===== src/rtl/vga_timing.sv =====
// Raster timing generator: divides the board clock down to a pixel-rate
// enable, walks the horizontal/vertical position counters and drives
// registered sync, active-video and coordinate outputs.
// Every porch/sync width is expected to be at least one unit so each
// phase FSM sees a distinct boundary position.
module vga_timing #(
  parameter int CLK_DIV  = 4,
  parameter int H_ACTIVE = 640,
  parameter int H_FP     = 16,
  parameter int H_SYNC   = 96,
  parameter int H_BP     = 48,
  parameter int V_ACTIVE = 480,
  parameter int V_FP     = 10,
  parameter int V_SYNC   = 2,
  parameter int V_BP     = 33,
  parameter bit SYNC_POL = 1'b0,
  localparam int H_TOTAL = H_ACTIVE + H_FP + H_SYNC + H_BP,
  localparam int V_TOTAL = V_ACTIVE + V_FP + V_SYNC + V_BP,
  localparam int CW      = $clog2((H_TOTAL > V_TOTAL) ? H_TOTAL : V_TOTAL)
) (
  input  logic          clk,
  input  logic          reset,
  output logic          pix_tick,
  output logic          hsync,
  output logic          vsync,
  output logic          active,
  output logic [CW-1:0] x,
  output logic [CW-1:0] y,
  output logic          line_start,
  output logic          frame_start
);

  localparam int DW = (CLK_DIV > 1) ? $clog2(CLK_DIV) : 1;
  localparam logic [DW-1:0] DIV_LAST = DW'(CLK_DIV - 1);

  localparam logic [CW-1:0] H_LAST       = CW'(H_TOTAL - 1);
  localparam logic [CW-1:0] H_FP_START   = CW'(H_ACTIVE);
  localparam logic [CW-1:0] H_SYNC_START = CW'(H_ACTIVE + H_FP);
  localparam logic [CW-1:0] H_BP_START   = CW'(H_ACTIVE + H_FP + H_SYNC);

  localparam logic [CW-1:0] V_LAST       = CW'(V_TOTAL - 1);
  localparam logic [CW-1:0] V_FP_START   = CW'(V_ACTIVE);
  localparam logic [CW-1:0] V_SYNC_START = CW'(V_ACTIVE + V_FP);
  localparam logic [CW-1:0] V_BP_START   = CW'(V_ACTIVE + V_FP + V_SYNC);

  typedef enum logic [1:0] {PH_ACT, PH_FP, PH_SYNC, PH_BP} phase_t;

  // Phase transition for either axis: leave the current phase when the
  // incoming position hits the first coordinate of the following phase.
  function automatic phase_t step_phase(input phase_t cur,
                                        input logic [CW-1:0] pos,
                                        input logic [CW-1:0] fp_start,
                                        input logic [CW-1:0] sync_start,
                                        input logic [CW-1:0] bp_start);
    phase_t nxt;
    nxt = cur;
    case (cur)
      PH_ACT:  if (pos == fp_start)   nxt = PH_FP;
      PH_FP:   if (pos == sync_start) nxt = PH_SYNC;
      PH_SYNC: if (pos == bp_start)   nxt = PH_BP;
      PH_BP:   if (pos == '0)         nxt = PH_ACT;
      default: nxt = PH_ACT;
    endcase
    return nxt;
  endfunction

  logic [DW-1:0] div_reg;
  logic [CW-1:0] h_reg;
  logic [CW-1:0] v_reg;
  phase_t        hph_reg;
  phase_t        vph_reg;

  logic          advance;
  logic [CW-1:0] h_next;
  logic [CW-1:0] v_next;
  phase_t        hph_next;
  phase_t        vph_next;
  logic          act_next;

  // Position one pixel ahead; v only moves when h wraps.
  always_comb begin
    advance  = (div_reg == DIV_LAST);
    h_next   = (h_reg == H_LAST) ? '0 : h_reg + 1'b1;
    v_next   = v_reg;
    if (h_reg == H_LAST) begin
      v_next = (v_reg == V_LAST) ? '0 : v_reg + 1'b1;
    end
    hph_next = step_phase(hph_reg, h_next, H_FP_START, H_SYNC_START, H_BP_START);
    vph_next = step_phase(vph_reg, v_next, V_FP_START, V_SYNC_START, V_BP_START);
    act_next = (hph_next == PH_ACT) && (vph_next == PH_ACT);
  end

  // Divider, counters, phase FSMs and all registered outputs; outputs move
  // together on the advance edge and the start strobes last one cycle.
  always_ff @(posedge clk) begin
    if (!reset) begin
      div_reg     <= '0;
      h_reg       <= H_LAST;
      v_reg       <= V_LAST;
      hph_reg     <= PH_BP;
      vph_reg     <= PH_BP;
      pix_tick    <= 1'b0;
      active      <= 1'b0;
      x           <= '0;
      y           <= '0;
      hsync       <= ~SYNC_POL;
      vsync       <= ~SYNC_POL;
      line_start  <= 1'b0;
      frame_start <= 1'b0;
    end else begin
      div_reg     <= advance ? '0 : div_reg + 1'b1;
      pix_tick    <= advance;
      line_start  <= 1'b0;
      frame_start <= 1'b0;
      if (advance) begin
        h_reg       <= h_next;
        v_reg       <= v_next;
        hph_reg     <= hph_next;
        vph_reg     <= vph_next;
        active      <= act_next;
        x           <= act_next ? h_next : '0;
        y           <= act_next ? v_next : '0;
        hsync       <= (hph_next == PH_SYNC) ? SYNC_POL : ~SYNC_POL;
        vsync       <= (vph_next == PH_SYNC) ? SYNC_POL : ~SYNC_POL;
        line_start  <= (h_next == '0);
        frame_start <= (h_next == '0) && (v_next == '0);
      end
    end
  end

endmodule


===== config.mk =====
export PLATFORM = sky130hd
export DESIGN_NAME = vga_timing
export DESIGN_NICKNAME = d
export VERILOG_FILES = /design/src/rtl/vga_timing.sv
export SDC_FILE = /design/constraint.sdc
export NUM_CORES = 1
export LEC_CHECK = 0
export ABC_AREA = 1
export CAP_MARGIN = 20
export CORE_UTILIZATION = 61
export DETAILED_ROUTE_END_ITERATION = 10
export GPL_TIMING_DRIVEN = 0
export HOLD_SLACK_MARGIN = 0.15
export PLACE_DENSITY = 0.92
export SKIP_CTS_REPAIR_TIMING = 1
export SLEW_MARGIN = 20
export SYNTH_ARGS = -nofsm -noshare
export SYNTH_HDL_FRONTEND = slang
export SYNTH_SLANG_ARGS = --single-unit

===== constraint.sdc =====
create_clock -name clk -period 3.39 [get_ports clk]
set_input_delay 1.017 -clock clk [delete_from_list [all_inputs] [get_ports clk]]
set_output_delay 1.017 -clock clk [all_outputs]
set_load 0.02 [all_outputs]

Fig. 1: run 1, wiring by layer
Two of the layers only.
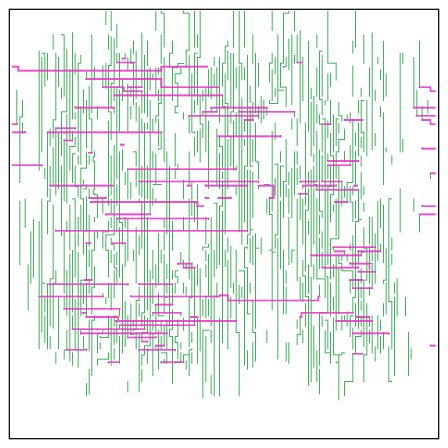
magenta -> metal 3  # wire length 602 um
green -> metal 2  # wire length 3680 um
total via count after detailed routing: 3015
all-layer global routing usage: 31.7%
routed len/inst: 14.5 um

Fig. 2: run 1, floorplan with the power grid
Pins as bars on the die edge. Tap cells in gray.
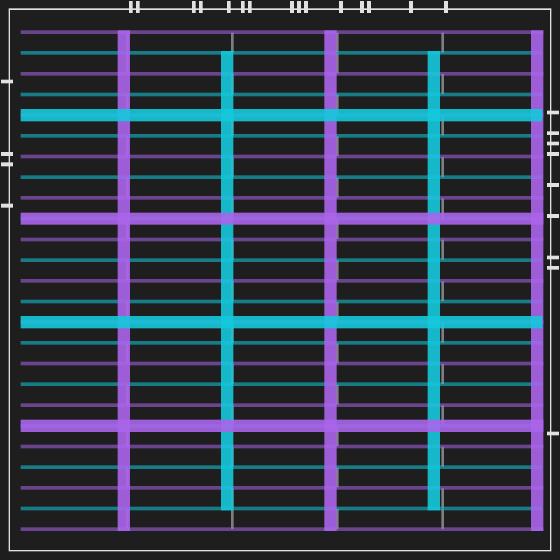
purple -> VSS
cyan -> VDD
met1 rails = 25
rows = 24
tap cells = 52
die width: 70.9 um
Chip Height: 70.9 um
core area: 0.00447 mm2

==> run_summary.xml, run 1 <==
<?xml version="1.0" encoding="UTF-8"?>
<metrics>
  <group name="pwr">
    <metric name="power_density" unit="mW/mm2">507</metric>
  </group>
  <group name="outcome">
    <metric name="outcome" unit="">complete, but fails checks</metric>
    <metric name="violations_in_the_final_reports" unit="">design-rule violations</metric>
  </group>
  <group name="logic_synthesis">
    <metric name="synth.top_cell.area_share" unit="%">35.9</metric>
    <metric name="enable_flop_cells" unit="">0</metric>
    <metric name="ys.flop_type" unit="">sky130_fd_sc_hd__dfxtp_1</metric>
    <metric name="synthAdderAreaFrac" unit="%">2.16</metric>
    <metric name="yosys.stat.seqShare" unit="%">35.9</metric>
    <metric name="synth_top_cell_by_area" unit="">sky130_fd_sc_hd__dfxtp_1</metric>
    <metric name="synth.top_cells.by_count" unit="">141 x sky130_fd_sc_hd__nand2_1, 52 x sky130_fd_sc_hd__dfxtp_1, 52 x sky130_fd_sc_hd__inv_1</metric>
  </group>
  <group name="floorplan">
    <metric name="floorplan.rows" unit="">24</metric>
    <metric name="tap_cells" unit="">52</metric>
    <metric name="boundaryPins" unit="">28</metric>
  </group>
  <group name="layout">
    <metric name="area_delta_synth_final" unit="%">14.9</metric>
    <metric name="instances_no_fill" unit="">524</metric>
  </group>
  <group name="grt">
    <metric name="grt_overflow_total" unit="">0</metric>
    <metric name="initial_antenna_violation_count" unit="">0</metric>
    <metric name="grt_start_max_net_pins" unit="">19</metric>
  </group>
  <group name="clock_network">
    <metric name="root_buffer" unit="">sky130_fd_sc_hd__clkbuf_8</metric>
    <metric name="clock_insertion_delay_at_the_later_pin_of_the_skew_report" unit="ps">330</metric>
  </group>
  <group name="min_path">
    <metric name="whs_endpoint" unit="">x[3]</metric>
    <metric name="hold_path_startpoint" unit="">x[3]</metric>
  </group>
  <group name="timing">
    <metric name="finalCritPeriodShare" unit="%">78.6</metric>
    <metric name="unrepaired_setup_endpoints_after_global_routing" unit="">false</metric>
  </group>
  <group name="setup_path">
    <metric name="r2r_start" unit="">h_reg[1]</metric>
    <metric name="cp_num_cells" unit="">16</metric>
    <metric name="cp_max_fo" unit="">10</metric>
  </group>
  <group name="route">
    <metric name="detail_route.wirelength" unit="um">7620</metric>
    <metric name="drc" unit="">4</metric>
  </group>
  <group name="run">
    <metric name="warnings" unit="">28</metric>
  </group>
</metrics>
Fig. 3: run 1, routing congestion
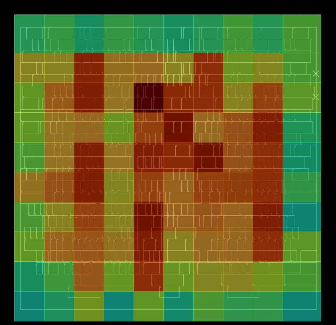
GR met3 Demand/Resource: 6.41%
post-layout util: 74.4%
met2 Usage GRT: 54.6%

-- run 1: power breakdown --
part / switching, uW / internal (uW)
clock network: 240 / 152
logic: 454 / 195
registers: 18.2 / 629
-- run 1: kinds of logic (layout without fill, tap and decap cells) --
| kind of cell | Yosys count | in the layout |
|---|---|---|
| buffers and inverters | 69 | 104 |
| AND-OR/OR-AND | 32 | 32 |
| AND/OR/NAND/NOR | 279 | 279 |
| adder cells (fa/ha/maj) | 5 | 5 |
| flip-flops | 52 | 52 |
-- run 1: layer usage --
layer  share of wire, %  routed length, um  GRT usage, %  vias to the layer above
met2                 48               3680          54.6                      160
li1                   -                  -             -                     1479
met1                 41               3090          38.6                     1345
met5                  0                  0             0                        -
met3                7.9                601          6.41                       31
met4                3.2                247          13.3                        0
--- run 2 (diff from run 1) ---
Settings changed: CORE_UTILIZATION 61 to 57, PLACE_DENSITY 0.92 to 0.88.
Clock period 3.39 ns to 2.7 ns, I/O delays scaled along.
Fig. 4: run 2, met1 routing
Bar = 20 um. Supply wires on this layer in gray.
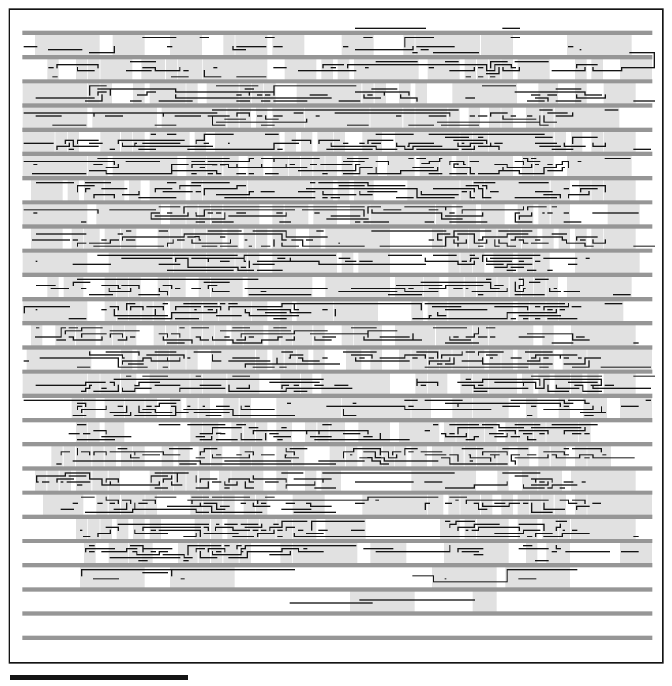
share of all routed wire = 41%
longest straight run = 27.6 um
total via count after detailed routing: 2981
total wirelength of the detailed-routed design: 7370 um
met1 track utilization from global routing: 34.4%

==> run 2 against run 1 <==
  * Global-route usage down 3.1 points
  * The flow now finishes without violations
  * Synthesized area unchanged
  * Clock skew up 2.5 ps
  * Die area up 6.8%
  * Largest cell class unchanged
  * Synthesized cell count unchanged
  * Critical path depth up 1
  * Combinational power up 34%
  * Critical path type unchanged
  * Highest routed layer unchanged
==> run_summary.xml, run 2 <==
<?xml version="1.0" encoding="UTF-8"?>
<metrics>
  <group name="min_path">
    <metric name="whs_endpoint" unit="">div_reg[0]</metric>
  </group>
  <group name="logic_synthesis">
    <metric name="synth_top_cell_by_area" unit="">sky130_fd_sc_hd__dfxtp_1</metric>
    <metric name="synthAdderAreaFrac" unit="%">2.16</metric>
    <metric name="synth.top_cells.by_count" unit="">141 x sky130_fd_sc_hd__nand2_1, 52 x sky130_fd_sc_hd__dfxtp_1, 52 x sky130_fd_sc_hd__inv_1</metric>
    <metric name="yosys.stat.seqShare" unit="%">35.9</metric>
    <metric name="enable_flop_cells" unit="">0</metric>
    <metric name="ys.flop_type" unit="">sky130_fd_sc_hd__dfxtp_1</metric>
  </group>
  <group name="route">
    <metric name="drc" unit="">0</metric>
    <metric name="route.top_layer_used" unit="">met4</metric>
    <metric name="wl_per_cell" unit="um">13.6</metric>
  </group>
  <group name="setup_path">
    <metric name="regToRegSetupSlack" unit="ps">200</metric>
    <metric name="cp_num_cells" unit="">17</metric>
    <metric name="cp_max_fo" unit="">10</metric>
    <metric name="crit_end" unit="">y[9]</metric>
  </group>
  <group name="grt">
    <metric name="use_met3" unit="%">4.66</metric>
    <metric name="initial_antenna_violation_count" unit="">0</metric>
    <metric name="grt.busiest_layer" unit="">met2</metric>
    <metric name="grt_start_max_net_pins" unit="">18</metric>
    <metric name="globalRouteMet2Util" unit="%">50.4</metric>
    <metric name="gr-usage-all-layers" unit="%">28.6</metric>
  </group>
  <group name="layout">
    <metric name="area_delta_synth_final" unit="%">17.3</metric>
    <metric name="postLayoutCoreUtil" unit="%">70.6</metric>
  </group>
  <group name="run">
    <metric name="warnings" unit="">28</metric>
  </group>
  <group name="floorplan">
    <metric name="floorplan.rows" unit="">25</metric>
    <metric name="floorplan.core_area" unit="mm2">0.00482</metric>
    <metric name="tap_cells" unit="">67</metric>
  </group>
  <group name="timing">
    <metric name="finalCritPeriodShare" unit="%">92.8</metric>
    <metric name="finalMaxSlewViolations" unit="">0</metric>
  </group>
  <group name="clock_network">
    <metric name="root_buffer" unit="">sky130_fd_sc_hd__clkbuf_8</metric>
    <metric name="clock_insertion_delay_at_the_later_pin_of_the_skew_report" unit="ps">310</metric>
  </group>
  <group name="outcome">
    <metric name="outcome" unit="">completed</metric>
  </group>
  <group name="pwr">
    <metric name="power_density" unit="mW/mm2">630</metric>
  </group>
</metrics>
[run 2: netlist changes by cell type in the layout (fill, tap and decap cells not counted), sizes merged]
cell and change:
buf +4, clkinvlp +1, inv -1
[run 2: logic make-up after synthesis]
group                      Yosys count
adders and majority gates            5
and+or+nand+nor                    279
AOI/OAI and AO/OA                   32
DFF                                 52
buffers and inverters               69
[run 2: report_power, final]
part / leakage (uW) / total (uW) / switching [uW] / internal [uW]
clock network: 0.0000404 / 464 / 280 / 184
registers: 0.000420 / 811 / 21.6 / 790
logic: 0.00123 / 867 / 580 / 287
total: 0.00169 / 2140 / 882 / 1260
--- run 3 (diff from run 2) ---
Settings changed: CTS_CLUSTER_DIAMETER set to 60.
Fig. 5: run 3, routing congestion
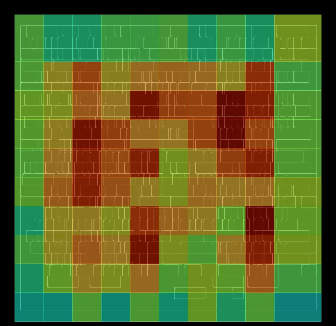
post-layout util: 70.6%
all-layer global routing usage: 28.6%
met2 Usage GRT: 50.4%
global routing's busiest layer: met2
GR met3 Demand/Resource: 4.66%

==> run 3 against run 2 <==
  * Sequential share of layout area unchanged
  * Cell area is the same
  * Largest cell class unchanged
  * Sequential cell count is the same
  * Critical path type unchanged
  * First-iteration DRC count is the same
  * Sequential power about the same
  * Critical path depth is the same
  * Synthesized area stayed put
  * Synthesized cell count is the same
==> run_summary.xml, run 3 <==
<?xml version="1.0" encoding="UTF-8"?>
<metrics>
  <group name="logic_synthesis">
    <metric name="yosys.stat.seqShare" unit="%">35.9</metric>
    <metric name="synth.top_cells.by_count" unit="">141 x sky130_fd_sc_hd__nand2_1, 52 x sky130_fd_sc_hd__dfxtp_1, 52 x sky130_fd_sc_hd__inv_1</metric>
    <metric name="postSynthNetCount" unit="">444</metric>
    <metric name="post_synth_inst_count" unit="">437</metric>
    <metric name="ys.flop_type" unit="">sky130_fd_sc_hd__dfxtp_1</metric>
  </group>
  <group name="pwr">
    <metric name="switchingPower" unit="uW">882</metric>
    <metric name="comb-power" unit="uW">867</metric>
    <metric name="power_sequential" unit="uW">811</metric>
    <metric name="power.group.top" unit="">combinational cells</metric>
    <metric name="power_density" unit="mW/mm2">630</metric>
    <metric name="cell_internal_pwr" unit="uW">1260</metric>
    <metric name="comb_power_share" unit="%">40.5</metric>
    <metric name="clock_power_share" unit="%">21.7</metric>
    <metric name="power.sequential.fraction" unit="%">37.9</metric>
    <metric name="clockNetworkPower" unit="uW">464</metric>
  </group>
  <group name="run">
    <metric name="warnings" unit="">28</metric>
  </group>
  <group name="route">
    <metric name="vias" unit="">2981</metric>
    <metric name="drc" unit="">0</metric>
    <metric name="route.top_layer_used" unit="">met4</metric>
    <metric name="wl_per_cell" unit="um">13.6</metric>
  </group>
  <group name="layout">
    <metric name="area_delta_synth_final" unit="%">17.3</metric>
  </group>
  <group name="clock_network">
    <metric name="clock_insertion_delay_at_the_later_pin_of_the_skew_report" unit="ps">310</metric>
  </group>
  <group name="floorplan">
    <metric name="floorplan.rows" unit="">25</metric>
    <metric name="dieWidth" unit="um">73.3</metric>
    <metric name="tap_cells" unit="">67</metric>
    <metric name="floorplan.core_area" unit="mm2">0.00482</metric>
  </group>
  <group name="timing">
    <metric name="finalCritPeriodShare" unit="%">92.8</metric>
  </group>
  <group name="setup_path">
    <metric name="cp_max_fo" unit="">10</metric>
  </group>
  <group name="min_path">
    <metric name="holdPathStages" unit="">1</metric>
    <metric name="hold_path_startpoint" unit="">div_reg[0]</metric>
    <metric name="whs_endpoint" unit="">div_reg[0]</metric>
  </group>
  <group name="outcome">
    <metric name="outcome" unit="">completed</metric>
  </group>
  <group name="grt">
    <metric name="initial_antenna_violation_count" unit="">0</metric>
  </group>
</metrics>
[run 3: worst max path at each step]
stage / start / endpoint / slack (ps) / depth (start not counted)
after floorplan: h_reg[0] / x[2] / 600 / 17
after global placement: reset / v_reg[1] / 160 / 5
after detailed placement: reset / v_reg[0] / 120 / 5
after CTS: h_reg[0] / x[7] / 100 / 16
after global routing: h_reg[0] / y[6] / -3 / 17
final: h_reg[0] / y[9] / 200 / 17
[run 3: logic make-up after synthesis]
logic type               count (synthesis)  synth area share (%)
AND/OR/NAND/NOR                        279                  44.7
buffers and inverters                   69                  10.1
flip-flops                              52                  35.9
AND-OR/OR-AND                           32                  7.12
adder cells (fa/ha/maj)                  5                  2.16
No activity file was given, so power comes from the tool's default toggle rates.
